### Supply network

Pins as bars on the die edge. Tap cells in grey.
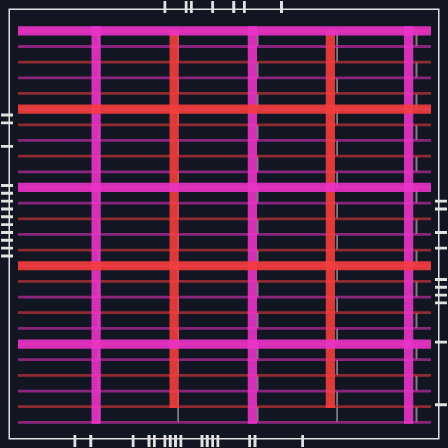
### Clock network drawn from the DEF

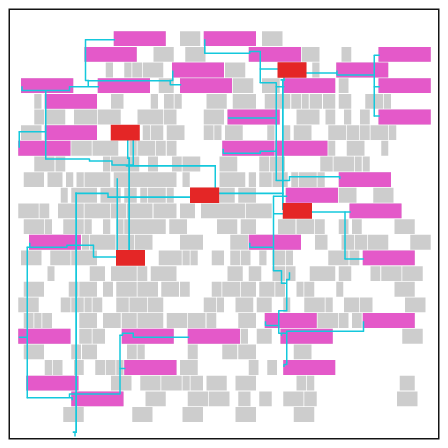
### Where the registers sit

Other sequential cells in the stronger grey, the rest of the logic in the fainter grey.
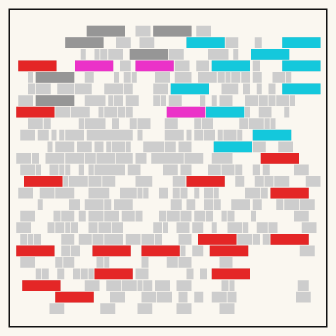
### Cells coloured by class

Bar = 20 µm.
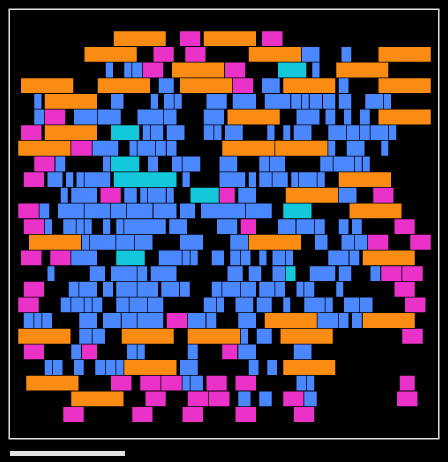
## src/rtl/vending_pkg.sv

```systemverilog
// Shared definitions for the change dispenser: denomination codes, coin values
// and controller state encoding.
package vending_pkg;

  typedef enum logic [1:0] {
    DENOM_NICKEL  = 2'd0,
    DENOM_DIME    = 2'd1,
    DENOM_QUARTER = 2'd2,
    DENOM_DOLLAR  = 2'd3
  } denom_e;

  localparam logic [15:0] VALUE_NICKEL  = 16'd5;
  localparam logic [15:0] VALUE_DIME    = 16'd10;
  localparam logic [15:0] VALUE_QUARTER = 16'd25;
  localparam logic [15:0] VALUE_DOLLAR  = 16'd100;

  typedef enum logic [2:0] {
    ST_IDLE   = 3'd0,
    ST_SELECT = 3'd1,
    ST_EJECT  = 3'd2,
    ST_DONE   = 3'd3,
    ST_FAULT  = 3'd4
  } state_e;

  function automatic logic [15:0] coin_value(input logic [1:0] sel);
    logic [15:0] val;
    case (sel)
      DENOM_NICKEL:  val = VALUE_NICKEL;
      DENOM_DIME:    val = VALUE_DIME;
      DENOM_QUARTER: val = VALUE_QUARTER;
      DENOM_DOLLAR:  val = VALUE_DOLLAR;
      default:       val = 16'd0;
    endcase
    return val;
  endfunction

endpackage

```

## src/rtl/denom_picker.sv

```systemverilog
// Combinational greedy selector: largest non-empty denomination that still
// fits in the amount owed.
module denom_picker
  import vending_pkg::*;
(
  input  logic [15:0] remaining,
  input  logic [3:0]  coin_empty,
  output logic [1:0]  sel,
  output logic        found
);

  // priority from the largest coin down
  always_comb begin
    sel   = 2'd0;
    found = 1'b0;
    if (!coin_empty[3] && (remaining >= VALUE_DOLLAR)) begin
      sel   = DENOM_DOLLAR;
      found = 1'b1;
    end else if (!coin_empty[2] && (remaining >= VALUE_QUARTER)) begin
      sel   = DENOM_QUARTER;
      found = 1'b1;
    end else if (!coin_empty[1] && (remaining >= VALUE_DIME)) begin
      sel   = DENOM_DIME;
      found = 1'b1;
    end else if (!coin_empty[0] && (remaining >= VALUE_NICKEL)) begin
      sel   = DENOM_NICKEL;
      found = 1'b1;
    end else begin
      sel   = 2'd0;
      found = 1'b0;
    end
  end

endmodule

```

## src/rtl/change_dispenser_ctrl.sv

```systemverilog
// Change dispenser controller: pays out an amount coin by coin through a
// handshaked hopper, with an acknowledge watchdog and a sticky fault.
module change_dispenser_ctrl
  import vending_pkg::*;
#(
  parameter int unsigned ACK_TIMEOUT = 1000
) (
  input  logic        clk,
  input  logic        reset,
  input  logic        start,
  input  logic [15:0] change_amount,
  input  logic [3:0]  coin_empty,
  input  logic        eject_ack,
  output logic        eject_valid,
  output logic [1:0]  eject_sel,
  output logic        busy,
  output logic        done,
  output logic        fault,
  output logic [15:0] remaining
);

  localparam int unsigned     WD_W    = $clog2(ACK_TIMEOUT + 1);
  localparam logic [WD_W-1:0] WD_LAST = WD_W'(ACK_TIMEOUT - 1);
  localparam logic [WD_W-1:0] WD_ONE  = WD_W'(1);

  state_e            state_r;
  state_e            state_nxt_s;
  logic [15:0]       remaining_r;
  logic [1:0]        eject_sel_r;
  logic [WD_W-1:0]   wdog_r;
  logic [1:0]        pick_sel_s;
  logic              pick_found_s;
  logic              eject_valid_s;
  logic              busy_s;
  logic              done_s;
  logic              fault_s;
  logic              eject_valid_r;
  logic              busy_r;
  logic              done_r;
  logic              fault_r;

  denom_picker u_picker (
    .remaining  (remaining_r),
    .coin_empty (coin_empty),
    .sel        (pick_sel_s),
    .found      (pick_found_s)
  );

  // state register
  always_ff @(posedge clk or negedge reset) begin
    if (!reset) begin
      state_r <= ST_IDLE;
    end else begin
      state_r <= state_nxt_s;
    end
  end

  // next-state decode; an ack on the final watchdog cycle still wins
  always_comb begin
    state_nxt_s = state_r;
    case (state_r)
      ST_IDLE:   state_nxt_s = start ? ST_SELECT : ST_IDLE;
      ST_SELECT: begin
        if (remaining_r == 16'd0) begin
          state_nxt_s = ST_DONE;
        end else if (pick_found_s) begin
          state_nxt_s = ST_EJECT;
        end else begin
          state_nxt_s = ST_FAULT;
        end
      end
      ST_EJECT: begin
        if (eject_ack) begin
          state_nxt_s = ST_SELECT;
        end else if (wdog_r == WD_LAST) begin
          state_nxt_s = ST_FAULT;
        end else begin
          state_nxt_s = ST_EJECT;
        end
      end
      ST_DONE:   state_nxt_s = ST_IDLE;
      ST_FAULT:  state_nxt_s = start ? ST_SELECT : ST_FAULT;
      default:   state_nxt_s = ST_IDLE;
    endcase
  end

  // outputs decoded from the next state so the registered flags track the state
  always_comb begin
    eject_valid_s = 1'b0;
    busy_s        = 1'b0;
    done_s        = 1'b0;
    fault_s       = 1'b0;
    case (state_nxt_s)
      ST_SELECT: busy_s = 1'b1;
      ST_EJECT: begin
        busy_s        = 1'b1;
        eject_valid_s = 1'b1;
      end
      ST_DONE: begin
        busy_s = 1'b1;
        done_s = 1'b1;
      end
      ST_FAULT: fault_s = 1'b1;
      default: begin
        busy_s = 1'b0;
      end
    endcase
  end

  // output flag registers
  always_ff @(posedge clk or negedge reset) begin
    if (!reset) begin
      eject_valid_r <= 1'b0;
      busy_r        <= 1'b0;
      done_r        <= 1'b0;
      fault_r       <= 1'b0;
    end else begin
      eject_valid_r <= eject_valid_s;
      busy_r        <= busy_s;
      done_r        <= done_s;
      fault_r       <= fault_s;
    end
  end

  // amount owed, coin in flight and acknowledge watchdog
  always_ff @(posedge clk or negedge reset) begin
    if (!reset) begin
      remaining_r <= 16'd0;
      eject_sel_r <= 2'd0;
      wdog_r      <= '0;
    end else begin
      case (state_r)
        ST_IDLE, ST_FAULT: begin
          if (start) begin
            remaining_r <= change_amount;
          end
        end
        ST_SELECT: begin
          wdog_r <= '0;
          if ((remaining_r != 16'd0) && pick_found_s) begin
            eject_sel_r <= pick_sel_s;
          end
        end
        ST_EJECT: begin
          if (eject_ack) begin
            remaining_r <= remaining_r - coin_value(eject_sel_r);
          end else begin
            wdog_r <= wdog_r + WD_ONE;
          end
        end
        default: begin
          wdog_r <= '0;
        end
      endcase
    end
  end

  assign eject_valid = eject_valid_r;
  assign eject_sel   = eject_sel_r;
  assign busy        = busy_r;
  assign done        = done_r;
  assign fault       = fault_r;
  assign remaining   = remaining_r;

endmodule

```

## config.mk

```make
export PLATFORM = sky130hd
export DESIGN_NAME = change_dispenser_ctrl
export DESIGN_NICKNAME = d
export VERILOG_FILES = /design/src/rtl/vending_pkg.sv /design/src/rtl/denom_picker.sv /design/src/rtl/change_dispenser_ctrl.sv
export SDC_FILE = /design/constraint.sdc
export NUM_CORES = 1
export LEC_CHECK = 0
export CAP_MARGIN = 20
export CORE_UTILIZATION = 45
export DETAILED_ROUTE_END_ITERATION = 8
export HOLD_SLACK_MARGIN = 0.08
export MAX_ROUTING_LAYER = met4
export PLACE_DENSITY_LB_ADDON = 0.2
export SLEW_MARGIN = 10
export SYNTH_ARGS = -nofsm -noshare
export SYNTH_HDL_FRONTEND = slang
export SYNTH_HIERARCHICAL = 1
export SYNTH_SLANG_ARGS = --single-unit
export TNS_END_PERCENT = 100
```

## constraint.sdc

```tcl
create_clock -name clk -period 3.2 [get_ports clk]
set_clock_uncertainty 0.2 [all_clocks]
set_input_delay 0.64 -clock clk [delete_from_list [all_inputs] [get_ports clk]]
set_output_delay 0.64 -clock clk [all_outputs]
set_load 0.005 [all_outputs]
```

==> results.cfg <==
; physical design summary
[critical_path]
cp_max_fo = 5
worst_r2r_startpoint = eject_sel[0]$_DFFE_PN0P_
startpoint = eject_sel[0]$_DFFE_PN0P_
worstPathArrival_ns = 2.93
worstSetupPathType = reg2reg
worstPathCellList = inv_1 -> ha_1 -> or2_2 -> ha_1 -> inv_1 -> fa_1 -> a211o_1 -> a221o_1 -> a21oi_2 -> and4_1 -> a211oi_1
start_kind = flip-flop
crit_family = AND-OR/OR-AND gates
required_ns = 3.15
end_kind = flip-flop
slowest_stage = dfrtp_1
path_buffers = 2

[global_routing]
grt_pass1_wl_um = 9991
grt-ovfl-total = 0
grt_pass1_vias = 2063
grt_max_degree = 36
busiest_layer = met2
grt_antenna_before_repair = 0
gr-usage-met3_pct = 3.252
use_met2_pct = 39.80

[power]
power.leakage_nw = 1.276
powerDensity_nw_per_um2 = 991.4

[hold_path]
hp-class = reg2reg
min-delay-start = wdog_r[1]$_DFFE_PN0P_

[logic_synthesis]
yosys-stat-area_um2 = 2355
yosys-top-cells-count = dfrtp_1, nor2_1, a21oi_1, nand2_1, o21ai_0
netlist_top_cells_area = dfrtp_1, ha_1, a21oi_1
ff_type = dfrtp_1
synthArstFlopShare_pct = 100.0
netlist.area_leader.share_pct = 37.19
synth_area_um2 = 2355
avgSynthCellArea_um2 = 9.162
synth_top_cell_by_count = dfrtp_1
ys_ff = 35
yosysTopAreaCell = dfrtp_1
yosysWarnings = 6
ys_seq_share_pct = 37.19
synth_cell_type_count = 61
synth_stat.cells = 257
edf_count = 0

[layout]
most-common-layout-cells = clkdlybuf4s50_1, dfrtp_1, nor2_1
comb_area_um2 = 1396
diodes = 0
fin_cells = 373
area_growth_syn_to_layout_pct = 27.68
layout-drive-gt1-share_pct = 9.804
lay_top_count = clkdlybuf4s50_1
nNetsFinal = 342
fillCellCount = 429

[clocking]
cts_resized = 0
cts_setup_buffers = 0
cts_tree = yes
hold_buffers = 0
cts.sinks = 35
clockRootBuffer = clkbuf_8
htreeDepth = 2
path_clk_slew_ns = 0.08

[final_timing]
drv_slew = 0
worst_hold_slack_ns = 0.3530
setup_violations = 0
fin_crit_ns = 2.983
relSlewSlack_pct = 52.58
fin_setup_tns_ns = 0
rsz0062_at_grt = no
hold_viol_final = 0
period_used_pct = 93.21
fmax_mhz = 335.3

[detailed_routing]
wire_per_inst_um = 16.19
drt_wl_total_um = 6039
drc_errors = 0
drtAntennaViolNets = 0
first_pass_iters = 4
drt_iter0_markers = 151
dr_wl_met3_um = 311
dr_total_vias = 2213
wl_met1_um = 2788
met2_length_um = 2835

[die]
fp_util_pct = 48.26
chipArea_um2 = 5526

[placement]
dp_hpwl_um = 4336
portBuffers = 45
place_ws_ns = 0.2127
placed_cells = 365

[flow_run]
cap_violations = 0
tool_warnings = 29

[status]
status = finished clean
About 'Supply network':
[VSS] magenta
[VDD] red
met1 rails: 26
signal pins: 46
met5 straps: 5
met4 straps: 5
tap cells: 67
core area: 4880 µm²
peak supply drop: 729.4 µV
Die X: 74.34 µm
Die Ht: 74.34 µm

About 'Clock network drawn from the DEF':
[clock wires] cyan | length: 532 µm
[flip-flops] magenta | count: 35
[clock-net drivers] red | count: 5
flops lie: all over the die
routed clock nets: 6
clock share of power: 14.3%
clock distribution power: 0.000425 W
Worst-Skew Late Latency: 0.29 ns

About 'Where the registers sit':
[wdog_r] cyan | flops: 10 | where: top right
[state_r] magenta | flops: 3
[remaining] red | flops: 16
not coloured: 6
Storage cell area: 875.8 µm²
P_seq: 0.000856 W

About 'Cells coloured by class':
[remaining buffers and delay cells] magenta | cells: 50 | share of their area: 17%
[clock drivers and dummy loads] cyan | cells: 8 | share of their area: 4.0%
[remaining logic cells] blue | cells: 213 | share of their area: 49%
[registers] orange | cells: 35 | share of their area: 30%
# rows: 25
finished layout cell area: 3007 µm²
fraction of area in registers: 29.13%
post-layout util: 61.62%

-- area by class of cell --
type	instances	share of cell area [%]
multi-input combinational	201	46.44
inverter	12	1.498
tap	67	2.788
clock inverter	2	1.165
clock buffer	6	2.747
timing repair buffer	50	16.23
sequential	35	29.13
-- registers in the layout, summed over array words and instances (netlist names) --
signal / count
busy: 1
state_r: 3
done: 1
eject_valid: 1
fault: 1
eject_sel: 2
wdog_r: 10
remaining: 16
-- power by group --
group	total [W]	internal, W	switching, W
Sequential	0.000856	0.000592	0.000264
Combinational	0.00170	0.000798	0.000902
Clock	0.000425	0.000252	0.000173
Total	0.00298	0.00164	0.00134
-- path summary, 6_finish.rpt --
kind / cells past startpoint / to / slack (ns)
worst max-delay path: 11 / remaining[8]$_DFFE_PN0P_ / 0.22
worst min-delay path: 1 / wdog_r[1]$_DFFE_PN0P_ / 0.35
worst max register to register: 11 / remaining[8]$_DFFE_PN0P_ / 0.22
worst min register to register: 1 / wdog_r[1]$_DFFE_PN0P_ / 0.35
max in group asynchronous: 2 / eject_sel[0]$_DFFE_PN0P_ / 1.92
min in group asynchronous: 2 / remaining[14]$_DFFE_PN0P_ / 0.56
-- cell families after synthesis --
logic type | count (synthesis) | share of synthesized area (%)
adder cells (fa/ha/maj) | 13 | 7.226
AND-OR/OR-AND | 78 | 22.53
buffers and inverters | 21 | 3.666
AND/OR/NAND/NOR | 96 | 23.80
flip-flops | 35 | 37.19
multiplexers | 4 | 1.860
XOR/XNOR | 10 | 3.720
-- per-stage QoR --
step | instance area, µm² | power (W)
finish | 3007 | 0.002981
global route | 3007 | 0.003213
CTS | 3003 | 0.002953
detailed placement | 2885 | 0.002507
global placement | 2885 | 0.002493
floorplan | 2355 | 0.001906
Power figures rest on the tool's default switching activity, not on a simulated workload.
